File: src/rtl/williams_input_mapper_pkg.sv
// Shared constants for the Williams input mapper: 9-bit {ext,code} scancodes,
// key-state slot indices, JA/SW bit positions and the coin FSM state type.
package williams_input_pkg;

  localparam int NKEYS  = 24;
  localparam int KIDX_W = 5;

  localparam logic [8:0] SC_HYPER   = 9'h023;
  localparam logic [8:0] SC_FIRE_A  = 9'h01D;
  localparam logic [8:0] SC_FIRE_B  = 9'h014;
  localparam logic [8:0] SC_BOMB_A  = 9'h01C;
  localparam logic [8:0] SC_BOMB_B  = 9'h011;
  localparam logic [8:0] SC_THR_A   = 9'h01B;
  localparam logic [8:0] SC_THR_B   = 9'h16B;
  localparam logic [8:0] SC_THR_C   = 9'h174;
  localparam logic [8:0] SC_UP      = 9'h175;
  localparam logic [8:0] SC_DOWN    = 9'h172;
  localparam logic [8:0] SC_REV     = 9'h029;
  localparam logic [8:0] SC_INV_A   = 9'h012;
  localparam logic [8:0] SC_INV_B   = 9'h059;
  localparam logic [8:0] SC_ADV     = 9'h009;
  localparam logic [8:0] SC_AUTOUP  = 9'h001;
  localparam logic [8:0] SC_SLAM    = 9'h076;
  localparam logic [8:0] SC_HSRST   = 9'h083;
  localparam logic [8:0] SC_ST1_A   = 9'h005;
  localparam logic [8:0] SC_ST1_B   = 9'h016;
  localparam logic [8:0] SC_ST2_A   = 9'h006;
  localparam logic [8:0] SC_ST2_B   = 9'h01E;
  localparam logic [8:0] SC_LCOIN   = 9'h004;
  localparam logic [8:0] SC_RCOIN_A = 9'h00C;
  localparam logic [8:0] SC_RCOIN_B = 9'h02E;

  // One held bit per physical key; functions with several keys OR their slots.
  localparam logic [KIDX_W-1:0] K_HYPER   = 5'd0;
  localparam logic [KIDX_W-1:0] K_FIRE_A  = 5'd1;
  localparam logic [KIDX_W-1:0] K_FIRE_B  = 5'd2;
  localparam logic [KIDX_W-1:0] K_BOMB_A  = 5'd3;
  localparam logic [KIDX_W-1:0] K_BOMB_B  = 5'd4;
  localparam logic [KIDX_W-1:0] K_THR_A   = 5'd5;
  localparam logic [KIDX_W-1:0] K_THR_B   = 5'd6;
  localparam logic [KIDX_W-1:0] K_THR_C   = 5'd7;
  localparam logic [KIDX_W-1:0] K_UP      = 5'd8;
  localparam logic [KIDX_W-1:0] K_DOWN    = 5'd9;
  localparam logic [KIDX_W-1:0] K_REV     = 5'd10;
  localparam logic [KIDX_W-1:0] K_INV_A   = 5'd11;
  localparam logic [KIDX_W-1:0] K_INV_B   = 5'd12;
  localparam logic [KIDX_W-1:0] K_ADV     = 5'd13;
  localparam logic [KIDX_W-1:0] K_AUTOUP  = 5'd14;
  localparam logic [KIDX_W-1:0] K_SLAM    = 5'd15;
  localparam logic [KIDX_W-1:0] K_HSRST   = 5'd16;
  localparam logic [KIDX_W-1:0] K_ST1_A   = 5'd17;
  localparam logic [KIDX_W-1:0] K_ST1_B   = 5'd18;
  localparam logic [KIDX_W-1:0] K_ST2_A   = 5'd19;
  localparam logic [KIDX_W-1:0] K_ST2_B   = 5'd20;
  localparam logic [KIDX_W-1:0] K_LCOIN   = 5'd21;
  localparam logic [KIDX_W-1:0] K_RCOIN_A = 5'd22;
  localparam logic [KIDX_W-1:0] K_RCOIN_B = 5'd23;

  localparam int JA_START2 = 8;
  localparam int JA_INVISO = 7;
  localparam int JA_UP     = 6;
  localparam int JA_DOWN   = 5;
  localparam int JA_REV    = 4;
  localparam int JA_HYPER  = 3;
  localparam int JA_BOMB   = 2;
  localparam int JA_THRUST = 1;
  localparam int JA_FIRE   = 0;

  localparam int SW_START1 = 7;
  localparam int SW_SLAM   = 6;
  localparam int SW_COIN   = 5;
  localparam int SW_HSRST  = 2;
  localparam int SW_ADV    = 1;
  localparam int SW_AUTOUP = 0;

  typedef enum logic [1:0] {
    IDLE = 2'd0,
    HOLD = 2'd1,
    GAP  = 2'd2
  } coin_state_t;

  // Returns {hit, slot}; hit=0 for codes the cabinet does not use.
  function automatic logic [KIDX_W:0] key_lookup(input logic [8:0] code);
    logic [KIDX_W:0] r;
    r = '0;
    case (code)
      SC_HYPER:   r = {1'b1, K_HYPER};
      SC_FIRE_A:  r = {1'b1, K_FIRE_A};
      SC_FIRE_B:  r = {1'b1, K_FIRE_B};
      SC_BOMB_A:  r = {1'b1, K_BOMB_A};
      SC_BOMB_B:  r = {1'b1, K_BOMB_B};
      SC_THR_A:   r = {1'b1, K_THR_A};
      SC_THR_B:   r = {1'b1, K_THR_B};
      SC_THR_C:   r = {1'b1, K_THR_C};
      SC_UP:      r = {1'b1, K_UP};
      SC_DOWN:    r = {1'b1, K_DOWN};
      SC_REV:     r = {1'b1, K_REV};
      SC_INV_A:   r = {1'b1, K_INV_A};
      SC_INV_B:   r = {1'b1, K_INV_B};
      SC_ADV:     r = {1'b1, K_ADV};
      SC_AUTOUP:  r = {1'b1, K_AUTOUP};
      SC_SLAM:    r = {1'b1, K_SLAM};
      SC_HSRST:   r = {1'b1, K_HSRST};
      SC_ST1_A:   r = {1'b1, K_ST1_A};
      SC_ST1_B:   r = {1'b1, K_ST1_B};
      SC_ST2_A:   r = {1'b1, K_ST2_A};
      SC_ST2_B:   r = {1'b1, K_ST2_B};
      SC_LCOIN:   r = {1'b1, K_LCOIN};
      SC_RCOIN_A: r = {1'b1, K_RCOIN_A};
      SC_RCOIN_B: r = {1'b1, K_RCOIN_B};
      default:    r = '0;
    endcase
    return r;
  endfunction

endpackage

File: src/rtl/williams_input_mapper_if.sv
// Bus bundle between hps_io-side stimulus and the Williams input mapper.
interface williams_input_mapper_if;
  logic [10:0] ps2_key;
  logic [15:0] joy_0;
  logic [15:0] joy_1;
  logic [7:0]  SW;
  logic [8:0]  JA;
  logic [8:0]  JB;

  modport master (output ps2_key, output joy_0, output joy_1,
                  input SW, input JA, input JB);
  modport slave  (input ps2_key, input joy_0, input joy_1,
                  output SW, output JA, output JB);
endinterface

File: src/rtl/williams_input_mapper_coin_pulse.sv
// Coin pulse generator: fixed-width pulse per request rising edge, mandatory
// gap afterwards, and a one-deep pending slot for edges arriving meanwhile.
module williams_coin_pulse
  import williams_input_pkg::*;
#(
  parameter logic [23:0] COIN_HOLD = 24'd1_200_000,
  parameter logic [23:0] COIN_GAP  = 24'd1_200_000
)(
  input  logic clk_sys,
  input  logic I_RESET_N,
  input  logic i_req,
  output logic o_pulse
);

  coin_state_t r_state;
  logic [23:0] r_cnt;
  logic        r_pend;
  logic        r_req_d;
  logic        r_pulse;
  logic        w_rise;

  assign w_rise  = i_req & ~r_req_d;
  assign o_pulse = r_pulse;

  always_ff @(posedge clk_sys or negedge I_RESET_N) begin
    if (!I_RESET_N) begin
      r_state <= IDLE;
      r_cnt   <= '0;
      r_pend  <= 1'b0;
      r_req_d <= 1'b0;
      r_pulse <= 1'b0;
    end else begin
      r_req_d <= i_req;
      unique case (r_state)
        IDLE: begin
          if (w_rise) begin
            r_state <= HOLD;
            r_cnt   <= COIN_HOLD - 24'd1;
            r_pulse <= 1'b1;
          end
        end
        HOLD: begin
          // Re-setting an already-set pending flag is how extra edges get dropped.
          if (w_rise) r_pend <= 1'b1;
          if (r_cnt == '0) begin
            r_state <= GAP;
            r_cnt   <= COIN_GAP - 24'd1;
            r_pulse <= 1'b0;
          end else begin
            r_cnt <= r_cnt - 24'd1;
          end
        end
        GAP: begin
          if (r_cnt == '0) begin
            if (r_pend || w_rise) begin
              r_state <= HOLD;
              r_cnt   <= COIN_HOLD - 24'd1;
              r_pulse <= 1'b1;
              r_pend  <= 1'b0;
            end else begin
              r_state <= IDLE;
            end
          end else begin
            r_cnt <= r_cnt - 24'd1;
            if (w_rise) r_pend <= 1'b1;
          end
        end
        default: begin
          r_state <= IDLE;
          r_pulse <= 1'b0;
        end
      endcase
    end
  end

endmodule

File: src/rtl/williams_input_mapper.sv
// PS/2 + joystick to Williams SW/JA/JB switch inputs. Optional autofire on
// JA[0] is built when INPUT_AUTOFIRE_EN is defined.
module williams_input_mapper
  import williams_input_pkg::*;
#(
  parameter logic [23:0] COIN_HOLD       = 24'd1_200_000,
  parameter logic [23:0] COIN_GAP        = 24'd1_200_000,
  parameter logic [23:0] AUTOFIRE_PERIOD = 24'd2_400_000
)(
  input  logic                    clk_sys,
  input  logic                    I_RESET_N,
  williams_input_mapper_if.slave  bus
);

  if (COIN_HOLD == 24'd0 || COIN_GAP == 24'd0 || AUTOFIRE_PERIOD == 24'd0) begin : g_bad_param
    $error("williams_input_mapper: timing parameters must be nonzero");
  end

  logic             r_armed;
  logic             r_tog;
  logic [NKEYS-1:0] r_keys;
  logic [KIDX_W:0]  w_lookup;
  logic             w_evt;
  logic [15:0]      w_joy;
  logic             w_unused_joy;

  assign w_joy        = bus.joy_0 | bus.joy_1;
  assign w_unused_joy = ^w_joy[15:11];
  assign w_lookup     = key_lookup(bus.ps2_key[8:0]);
  // r_armed suppresses a false event from the toggle value seen during reset.
  assign w_evt        = r_armed & (bus.ps2_key[10] ^ r_tog);

  always_ff @(posedge clk_sys or negedge I_RESET_N) begin
    if (!I_RESET_N) begin
      r_armed <= 1'b0;
      r_tog   <= 1'b0;
      r_keys  <= '0;
    end else begin
      r_armed <= 1'b1;
      r_tog   <= bus.ps2_key[10];
      if (w_evt && w_lookup[KIDX_W])
        r_keys[w_lookup[KIDX_W-1:0]] <= bus.ps2_key[9];
    end
  end

  logic w_fire_src, w_fire_out, w_bomb, w_thrust, w_inviso;
  logic w_start1, w_start2, w_coin_req, w_coin_pulse;

  assign w_fire_src = r_keys[K_FIRE_A] | r_keys[K_FIRE_B] | w_joy[4];
  assign w_bomb     = r_keys[K_BOMB_A] | r_keys[K_BOMB_B];
  assign w_thrust   = r_keys[K_THR_A] | r_keys[K_THR_B] | r_keys[K_THR_C];
  assign w_inviso   = r_keys[K_INV_A] | r_keys[K_INV_B];
  assign w_start1   = r_keys[K_ST1_A] | r_keys[K_ST1_B];
  assign w_start2   = r_keys[K_ST2_A] | r_keys[K_ST2_B];
  // Joystick starts double as coin inserts.
  assign w_coin_req = r_keys[K_LCOIN] | r_keys[K_RCOIN_A] | r_keys[K_RCOIN_B]
                    | w_joy[9] | w_joy[10];

`ifdef INPUT_AUTOFIRE_EN
  logic [23:0] r_af_cnt;
  logic        r_af_off;

  // r_af_off=0 is the "high" phase so the first press cycle always fires.
  always_ff @(posedge clk_sys or negedge I_RESET_N) begin
    if (!I_RESET_N) begin
      r_af_cnt <= '0;
      r_af_off <= 1'b0;
    end else if (!w_fire_src) begin
      r_af_cnt <= '0;
      r_af_off <= 1'b0;
    end else if (r_af_cnt == AUTOFIRE_PERIOD - 24'd1) begin
      r_af_cnt <= '0;
      r_af_off <= ~r_af_off;
    end else begin
      r_af_cnt <= r_af_cnt + 24'd1;
    end
  end

  assign w_fire_out = w_fire_src & ~r_af_off;
`else
  assign w_fire_out = w_fire_src;
`endif

  williams_coin_pulse #(
    .COIN_HOLD (COIN_HOLD),
    .COIN_GAP  (COIN_GAP)
  ) u_coin (
    .clk_sys   (clk_sys),
    .I_RESET_N (I_RESET_N),
    .i_req     (w_coin_req),
    .o_pulse   (w_coin_pulse)
  );

  logic [8:0] w_ja_d, r_ja;
  logic [7:0] w_sw_d, r_sw;

  always_comb begin
    w_ja_d            = '0;
    w_ja_d[JA_START2] = w_start2 | w_joy[10];
    w_ja_d[JA_INVISO] = w_inviso | w_joy[7];
    w_ja_d[JA_UP]     = r_keys[K_UP] | w_joy[3];
    w_ja_d[JA_DOWN]   = r_keys[K_DOWN] | w_joy[2];
    w_ja_d[JA_REV]    = r_keys[K_REV] | w_joy[6];
    w_ja_d[JA_HYPER]  = r_keys[K_HYPER] | w_joy[8];
    w_ja_d[JA_BOMB]   = w_bomb | w_joy[5];
    w_ja_d[JA_THRUST] = w_thrust | w_joy[0] | w_joy[1];
    w_ja_d[JA_FIRE]   = w_fire_out;

    w_sw_d            = '0;
    w_sw_d[SW_START1] = w_start1 | w_joy[9];
    w_sw_d[SW_SLAM]   = r_keys[K_SLAM];
    w_sw_d[SW_COIN]   = w_coin_pulse;
    w_sw_d[SW_HSRST]  = r_keys[K_HSRST];
    w_sw_d[SW_ADV]    = r_keys[K_ADV];
    w_sw_d[SW_AUTOUP] = r_keys[K_AUTOUP];
  end

  always_ff @(posedge clk_sys or negedge I_RESET_N) begin
    if (!I_RESET_N) begin
      r_ja <= '0;
      r_sw <= '0;
    end else begin
      r_ja <= w_ja_d;
      r_sw <= w_sw_d;
    end
  end

  assign bus.JA = r_ja;
  assign bus.JB = r_ja;
  assign bus.SW = r_sw;

endmodule

File: src/flat_wrapper.sv
// flat-port wrapper written by rule: the top's interface ports become plain ports
module williams_input_mapper_flat import williams_input_pkg::*;
#(
  parameter logic [23:0] COIN_HOLD       = 24'd1_200_000,
  parameter logic [23:0] COIN_GAP        = 24'd1_200_000,
  parameter logic [23:0] AUTOFIRE_PERIOD = 24'd2_400_000
)
  (clk_sys, I_RESET_N, bus_ps2_key, bus_joy_0, bus_joy_1, bus_SW, bus_JA, bus_JB);
  williams_input_mapper_if bus_i ();
  input  logic clk_sys;
  input  logic I_RESET_N;
  input wire logic [$bits(bus_i.ps2_key)-1:0] bus_ps2_key;
  input wire logic [$bits(bus_i.joy_0)-1:0] bus_joy_0;
  input wire logic [$bits(bus_i.joy_1)-1:0] bus_joy_1;
  output wire logic [$bits(bus_i.SW)-1:0] bus_SW;
  output wire logic [$bits(bus_i.JA)-1:0] bus_JA;
  output wire logic [$bits(bus_i.JB)-1:0] bus_JB;
  assign bus_i.ps2_key = bus_ps2_key;
  assign bus_i.joy_0 = bus_joy_0;
  assign bus_i.joy_1 = bus_joy_1;
  assign bus_SW = bus_i.SW;
  assign bus_JA = bus_i.JA;
  assign bus_JB = bus_i.JB;
  williams_input_mapper #(.COIN_HOLD(COIN_HOLD), .COIN_GAP(COIN_GAP), .AUTOFIRE_PERIOD(AUTOFIRE_PERIOD)) u_core (.clk_sys(clk_sys), .I_RESET_N(I_RESET_N), .bus(bus_i));
endmodule
File: config.mk
export PLATFORM = sky130hd
export DESIGN_NAME = williams_input_mapper_flat
export DESIGN_NICKNAME = d
export VERILOG_FILES = /design/src/rtl/williams_input_mapper_pkg.sv /design/src/rtl/williams_input_mapper_if.sv /design/src/rtl/williams_input_mapper_coin_pulse.sv /design/src/rtl/williams_input_mapper.sv /design/src/flat_wrapper.sv
export SDC_FILE = /design/constraint.sdc
export NUM_CORES = 1
export LEC_CHECK = 0
export CORE_AREA = 2 2 113 88
export CTS_BUF_LIST = sky130_fd_sc_hd__clkbuf_4 sky130_fd_sc_hd__clkbuf_8
export DETAILED_ROUTE_END_ITERATION = 12
export DIE_AREA = 0 0 115 90
export PLACE_DENSITY = 0.7
export SLEW_MARGIN = 20
export SYNTH_ARGS = -nofsm -noshare
export SYNTH_HDL_FRONTEND = slang
export SYNTH_SLANG_ARGS = --single-unit
File: constraint.sdc
create_clock -name clk_sys -period 2.3 [get_ports clk_sys]
set_input_delay 0.46 -clock clk_sys [delete_from_list [all_inputs] [get_ports clk_sys]]
set_output_delay 0.46 -clock clk_sys [all_outputs]
set_load 0.05 [all_outputs]
Run 1, wires at chosen ports, followed through buffers:
Scale: 4 px per um.
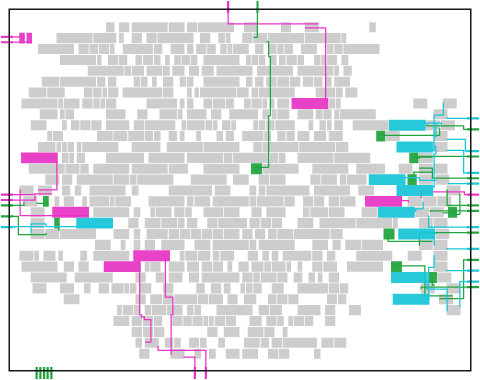
`bus_SW` -> magenta  # bits 8, direction output, edge 4 left, 2 bottom, 1 top, 1 right, end cells 8, buffers 6, wire 198 um
`bus_JA` -> cyan  # bits 9, direction output, edge 8 right, 1 left, end cells 9, buffers 9, wire 169 um
`bus_joy_1` -> green  # bits 16, direction input, edge 8 right, 5 bottom, 2 left, 1 top, end cells 10, buffers 11, wire 244 um
IO Port Bufs: 58
Boundary Pins: 71

Run 1, clock wiring as the flow saved it:
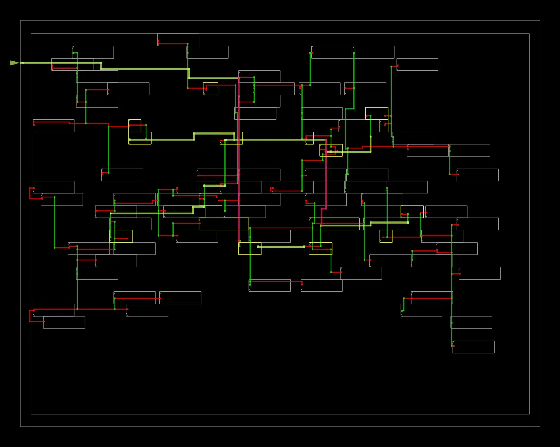
reported clock group power: 1.10 mW
final setup skew: 6.16 ps
# clock sinks: 70

==> run notes, run 1 <==
fresh numbers from the pnr run: run status complete, but fails checks, failing checks negative setup slack, Setup-failing EPs final 27, FMAX just under 0.4 GHz, overall power after layout around 2.8 mW, placed cells 631, drt via density 5.67, # clk buffers 10, most frequent standard cell in the layout excluding fill and tap cells sky130_fd_sc_hd__buf_4, WHS 55.1 ps, smallest setup slack after layout -249 ps, combinational fraction of the cell area 0.401, power density over the cells 481 nW/um^2, Nets between 500 and 600, length of routed wiring on met1 5730 um, part of the cycle the worst path needs 1.11, Core Region 9310 sq um, Largest stage delay, worst path 540 ps, clock root buffer sky130_fd_sc_hd__clkbuf_8, antenna diode count 0, TritonCTS Buffers 9, Synth area leaders sky130_fd_sc_hd__dfrtp_1 44%, sky130_fd_sc_hd__mux2_2 4.8%, sky130_fd_sc_hd__nor3_1 3.3%, sky130_fd_sc_hd__nor2_1 3.1%, sky130_fd_sc_hd__a21oi_1 3.0%, crit path from u_core.u_coin.r_cnt[12], residual overflow from global routing 0, IR drop worst, VDD 0.000327 V
Run 1, met3 routing:
Scale: 3 px per um. Cells faint in the background.
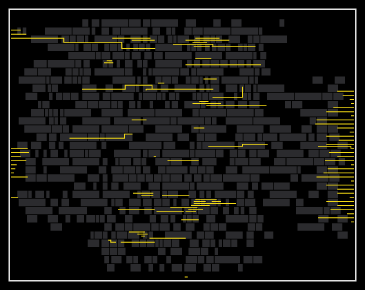
longest straight run = 24.8 um
share of all routed wire = 6.2%
wire length on this layer = 698 um
nets with wire on the layer = 80
total number of vias: 3755
met3 layer usage reported by global route: 0.0492
total detailed-routing wirelength: 11300 um

-- run 1: report_power, final --
part	switching, mW	total, mW	internal (mW)
sequential	0.0135	1.27	1.26
clock	0.481	1.10	0.621
combinational	0.227	0.411	0.184
total	0.721	2.78	2.06
-- run 1: state kept, by name, summed over array words and instances, names as in the netlist --
name                   flops
u_core.u_coin.r_state      2
u_core.bus.JA              9
u_core.u_coin.r_pend       1
u_core.u_coin.r_cnt       24
u_core.bus.SW              6
u_core.u_coin.o_pulse      1
u_core.r_keys             24
u_core.r_armed             1
u_core.r_tog               1
u_core.u_coin.r_req_d      1
-- run 1: worst max-delay path, delay by kind of cell, from the launching register on --
family | cells | cell delay [ps]
simple gates | 4 | 1360
compound gates | 2 | 540
flops | 1 | 390
buf+inv | 1 | 180
Run 1, placed cells, one color a class:
Scale: 2 px per um.
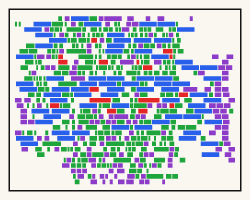

==> inputs of run 2 (changes only) <==
--- a/config.mk
+++ b/config.mk
@@ -5,11 +5,15 @@
 export SDC_FILE = /design/constraint.sdc
 export NUM_CORES = 1
 export LEC_CHECK = 0
-export CORE_AREA = 2 2 113 88
+export ABC_AREA = 1
+export CELL_PAD_IN_SITES_DETAIL_PLACEMENT = 1
+export CELL_PAD_IN_SITES_GLOBAL_PLACEMENT = 2
+export CORE_AREA = 2 2 147 113
 export CTS_BUF_LIST = sky130_fd_sc_hd__clkbuf_4 sky130_fd_sc_hd__clkbuf_8
 export DETAILED_ROUTE_END_ITERATION = 12
-export DIE_AREA = 0 0 115 90
-export PLACE_DENSITY = 0.7
+export DIE_AREA = 0 0 149 115
+export PLACE_DENSITY = 0.79
+export SKIP_LAST_GASP = 1
 export SLEW_MARGIN = 20
 export SYNTH_ARGS = -nofsm -noshare
 export SYNTH_HDL_FRONTEND = slang
Run 2, placed cells, one color a class:
Scale: 2 px per um.
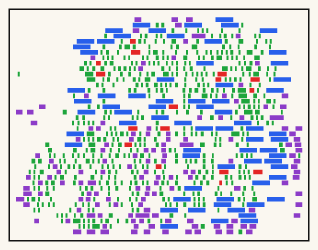
all other logic -> green  # cells 538
other buffers and delay cells -> purple  # cells 144
flops -> blue  # cells 70
clock drivers and dummy loads -> red  # cells 16
Final Instance Area: 5930 sq um
sequential cell area share: 0.295
final cell utilization of the core: 0.378

Run 2, clock wiring as the flow saved it:
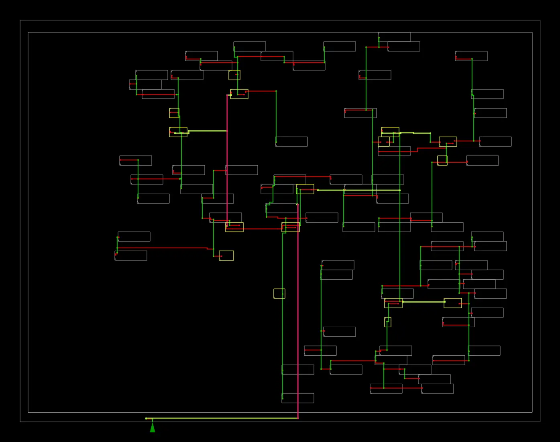
clock insertion delay at the later pin of the skew report: 360 ps
total number of sequential cells: 70

==> run 2 against run 1 <==
Compared with the run above: the flow now finishes without violations; sequential share of layout area is 0.81 points lower; worst hold slack worse by 17 ps; largest cell class unchanged; fmax is 18% higher; synthesized cell count is 54% higher; design area is 2.7% higher.
==> run notes, run 2 <==
fresh numbers from the pnr run: residual overflow from global routing 0 (unchanged), Boundary Pins 71 (unchanged), main power-consuming group registers, proportion of total power due to net switching 0.300 (+0.0411), total detailed-routing wirelength 14800 um (+31%), Seq group 1.25 mW (about the same), Comb power 378 uW (-8.0%), Largest stage delay, worst path 570 ps (+30 ps), Clk network pwr share 0.368 (-0.028), reported clock group power 952 uW (-10%), clock root buffer sky130_fd_sc_hd__clkbuf_8, share of power burned in combinational logic 0.146 (-0.002), FMAX 0.462 GHz (+18%), final setup skew 6.15 ps (-0.00949 ps), most frequent standard cell in the layout excluding fill and tap cells sky130_fd_sc_hd__nand2_1, overall power after layout 2.59 mW (-7.0%), drt via density 4.66 (-18%), antenna diode count 0 (unchanged), placed cells 962 (+52%), crit path from bus_ps2_key[1], share of total power in sequential cells 0.485 (+0.029), TritonCTS Buffers 9 (unchanged), power density over the cells 436 nW/um^2 (-9.5%), run status completed, net switching component of the power 776 uW (+7.7%), IR drop worst, VDD 0.000204 V (-38%), length of routed wiring on met1 7740 um (+35%), Nets 815 (+37%), # clock sinks 70 (unchanged)
-- run 2: worst max-delay path, delay by kind of cell --
kind            cells  cell delay (ps)
buf+inv             3              840
compound gates      1              170
simple gates        9              920
-- run 2: cell families after synthesis --
kind of cell             synth area share
flip-flops                          0.404
AND/OR/NAND/NOR                     0.411
AND-OR/OR-AND                      0.0580
adder cells (fa/ha/maj)            0.0202
other                             0.00173
buffers and inverters              0.0826
XOR/XNOR                           0.0222
-- run 2: layout make-up --
class / instances / area share
Multi-Input combinational cell: 488 / 0.380
Timing Repair Buffer: 144 / 0.218
Tap cell: 210 / 0.0443
Sequential cell: 70 / 0.295
Clock inverter: 7 / 0.00970
Inverter: 50 / 0.0320
Clock buffer: 9 / 0.0209
Power is estimated from default activity; no workload was simulated.
